Clock distribution:
Scale bar: 20 microns.
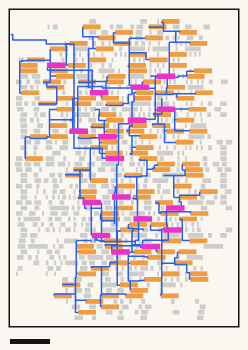
Sequential cells colored by netlist name:
Scale bar: 20 microns. Other sequential cells in the stronger gray, the rest of the logic in the fainter gray.
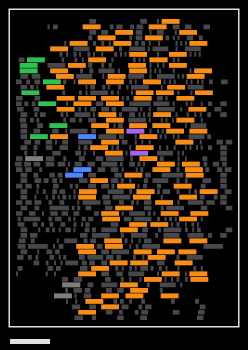
Cells by drive strength:
Scale bar: 20 microns.
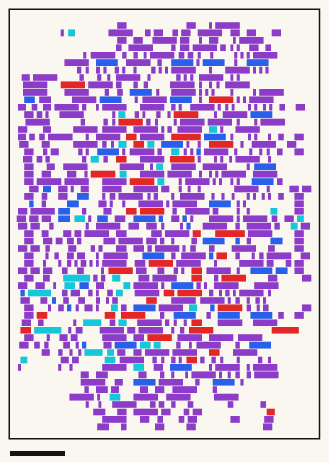
Clock wiring as the flow saved it:
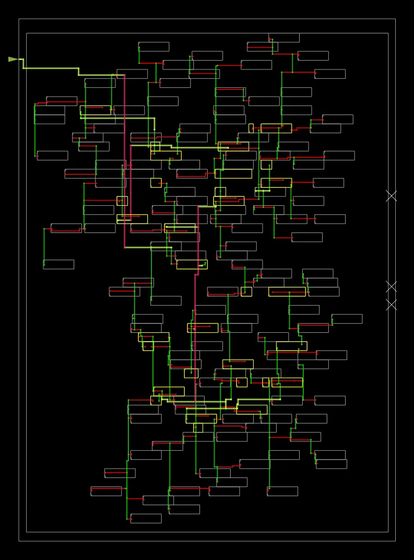
==> config.mk <==
export PLATFORM = sky130hd
export DESIGN_NAME = alu_encoder
export DESIGN_NICKNAME = d
export VERILOG_FILES = /design/src/rtl/alu_encoder.sv
export SDC_FILE = /design/constraint.sdc
export NUM_CORES = 1
export LEC_CHECK = 0
export CAP_MARGIN = 20
export CELL_PAD_IN_SITES_DETAIL_PLACEMENT = 1
export CELL_PAD_IN_SITES_GLOBAL_PLACEMENT = 2
export CORE_ASPECT_RATIO = 1.4
export CORE_MARGIN = 2
export CORE_UTILIZATION = 39
export CTS_CLUSTER_DIAMETER = 120
export CTS_CLUSTER_SIZE = 40
export DETAILED_ROUTE_END_ITERATION = 10
export GPL_TIMING_DRIVEN = 0
export PLACE_DENSITY = 0.91
export SLEW_MARGIN = 20
export SYNTH_ARGS = -nofsm -noshare
export SYNTH_HDL_FRONTEND = slang
export SYNTH_SLANG_ARGS = --single-unit
export TNS_END_PERCENT = 30
==> constraint.sdc <==
create_clock -name clk -period 6.8 [get_ports clk]
set_clock_uncertainty 0.2 [all_clocks]
set_input_delay 1.36 -clock clk [delete_from_list [all_inputs] [get_ports clk]]
set_output_delay 1.36 -clock clk [all_outputs]
set_load 0.02 [all_outputs]
==> results.txt <==
flow finished, numbers: Routed WL=19200 microns, Clock Path Buffers=2, DP Area=approximately 0.0076 sq mm, Required @ worst endpoint=5240 ps, Post-synth ARST share=1.00, Synth area leader=dfrtp_1, vias in the first global route=around 5600, Routed met1 length=between 7000 and 8000 microns, Setup violations, final=0, max_slew headroom=0.332, postcts setup bufs=0, post-DP HPWL=around 13000 microns, Worst-path clk slew=around 60 ps, YS chip area=approximately 0.0065 sq mm, Chip Height=roughly 160 microns, Die ar.=between 0.015 and 0.02 sq mm, CP max FO=10, Antenna Cells=0, Reg2Reg Depth=9, router iterations before antenna repair=7, first-pass GRT wire length=between 30000 and 40000 microns, DP Worst Slack=about 2500 ps, CTS tree=built, Horiz. Die Dim=around 110 microns, CP arrival=3010 ps, hold_buf cts=0, Slew Viols, Final=0, boundary pin count=89, Layout Nets=~750, synthesized instance count=between 500 and 600, Tightest Pin Transition=between 1000 and 1500 ps, yosys cell count=slightly below 600, filler cell count=around 1800, WL per Instance=21.1 microns, Hold Vio Cnt, Final=0, gr ovfl total=0, Setup CP Type=flop to primary output, Post-DRT Antenna Nets=0, failing checks=design-rule violations, Leakage=roughly 0.0037 uW, maximum VDD drop=roughly 0.21 mV, Syn Area/Cell=between 10 and 15 sq um, crit path time final=4570 ps, largest net degree at the start of global routing=around 84, CP Capture Type=primary output, Post-synth regs=128, setup_tns=0 ps, RSZ-0062 raised after global routing=false, core area=about 0.016 sq mm, vias per cell=~5.5, Logic cell area=just under 0.003 sq mm, initial antenna violation count=0, Worst Setup Start Kind=flop, fp util=0.400, share of post-route cells with drive strength above 1=0.169, Largest register FFs=around 110, fin crit share=0.673, DRC violations left=3, worst hold path type=flop to flop, WL met2=10600 microns, Synth Warn #=0, Starting DRT DRC Count=roughly 290, status=finished with violations, Commonest flop=dfrtp_1, hold path depth=1, post-synthesis sequential area ratio=0.494, post-CTS sizing=0, total number of vias=4988, Top cells by area=dfrtp_1 (49%), mux4_2 (9.7%), nand2_1 (7.3%), and2_1 (3.3%), a21oi_1 (2.9%), htree depth=4, Yosys cell types=approximately 55, Tool Warnings=30, Synth top area share=0.494, Met3 Wirelength=684 microns, GRT Overall Usage=0.229, Final WS setup=2230 ps, MaxCap Viol Count=0, Fmax achieved=between 200 and 250 MHz, Port Buffers=82, uppermost layer routed=met4, Post-synth EDFFs=0, Core Rows=between 50 and 60, Post-Syn Area=0.00649 sq mm, P per Cell Area=roughly 460 mW/mm^2, GPL Wtd Cong=roughly 0.84, reg2reg setup slack=4170 ps, CTS root buf=clkbuf_16
Back to the opening pictures, 'clock distribution':
- clock drivers: magenta (count 17)
- flip-flops: orange (count 128)
- clock wires: blue (length 1660 microns)
- routed clock nets: 18
clock network power: 906 uW
clk latency late pin: 410 ps
clock power share: 0.242

Back to the opening pictures, 'sequential cells colored by netlist name':
- err_count: green (flops 8; where upper left)
- count_q: blue (flops 3)
- mem_q: orange (flops 112)
- rd_ptr_q: purple (flops 2)
- not colored: 3
sequential cell area: 0.00320 sq mm
Seq power: 1280 uW
Seq area share: 0.391

Back to the opening pictures, 'cells by drive strength':
- _0 and _1 cells: purple (cells 591; share 83%)
- _3 and _4 cells: cyan (cells 33; share 4.6%)
- _2 cells: blue (cells 50; share 7.0%)
- _6 and larger: red (cells 37; share 5.2%)
Syn-to-layout area delta: 26.1%
cell area after layout: 0.00819 sq mm

Back to the opening pictures, 'clock wiring as the flow saved it':
number of CTS-inserted buffers: 17
clk sinks: 128

-- cell families after synthesis --
family | share of synthesized area
AND-OR/OR-AND | 0.120
XOR/XNOR | 0.0175
adder cells (fa/ha/maj) | 0.0147
buffers and inverters | 0.0565
flip-flops | 0.494
multiplexers | 0.123
other | 0.000578
AND/OR/NAND/NOR | 0.174
-- cell type report --
| class | instances | share of cell area |
|---|---|---|
| Buffer | 44 | 0.0407 |
| Clock buffer | 18 | 0.0524 |
| Clock inverter | 14 | 0.0197 |
| Inverter | 9 | 0.00474 |
| Multi-Input combinational cell | 415 | 0.357 |
| Sequential cell | 128 | 0.391 |
| Tap cell | 199 | 0.0304 |
| Timing Repair Buffer | 83 | 0.104 |
-- cells in the final DEF, fill, tap and decap left out, drive strengths merged, types with 5 or more instances in the layout --
| cell | Yosys | layout |
|---|---|---|
| nand2 | 131 | 131 |
| dfrtp | 128 | 128 |
| clkdlybuf4s50 | 0 | 82 |
| nor2 | 40 | 40 |
| a21oi | 39 | 39 |
| buf | 38 | 39 |
| o21ai | 37 | 37 |
| and2 | 34 | 34 |
| mux4 | 28 | 28 |
| clkbuf | 6 | 24 |
| mux2 | 14 | 14 |
| a22oi | 13 | 13 |
| xnor2 | 11 | 11 |
| inv | 9 | 11 |
| a22o | 8 | 8 |
| clkinv | 0 | 8 |
| ha | 6 | 6 |
| nand2b | 5 | 5 |
-- routing by layer --
| metal | GRT usage | vias up |
|---|---|---|
| li1 | - | 2265 |
| met1 | 0.274 | 2584 |
| met2 | 0.423 | 124 |
| met3 | 0.0418 | 15 |
| met4 | 0.0581 | 0 |
| met5 | 0 | - |
-- cells in the mapped netlist, types with 6 or more instances --
library cell	count
dfrtp_1	128
nand2_1	127
nor2_1	39
a21oi_1	38
and2_1	34
o21ai_1	33
mux4_2	28
buf_6	14
buf_4	13
mux2_1	12
buf_2	11
xnor2_1	11
inv_1	9
a22o_1	8
a22oi_1	7
a22oi_2	6
clkbuf_1	6
ha_1	6
-- critical path: stages, from the launching register on --
cell	delay, ps
dfrtp_1	340
buf_2	370
clkbuf_1	610
mux4_2	420
and2_1	200
buf_4	130
clkdlybuf4s50_1	530
-- where the power goes --
| group | internal, uW | total (uW) | leakage, uW | switching, uW |
|---|---|---|---|---|
| logic | 788 | 1550 | 0.00174 | 767 |
| clock network | 546 | 906 | 0.000283 | 361 |
| registers | 1080 | 1280 | 0.00166 | 197 |
-- through the flow --
step / hold slack (ps) / cells / total power [uW] / utilization
final: 266 / 910 / 3740 / 0.504
after global routing: 285 / 910 / 3950 / 0.504
after CTS: 270 / 910 / 3770 / 0.504
after detailed placement: 251 / 878 / 2840 / 0.468
after global placement: 249 / 877 / 2750 / 0.466
after floorplan: 229 / 596 / 2230 / -
Power is estimated from default activity; no workload was simulated.
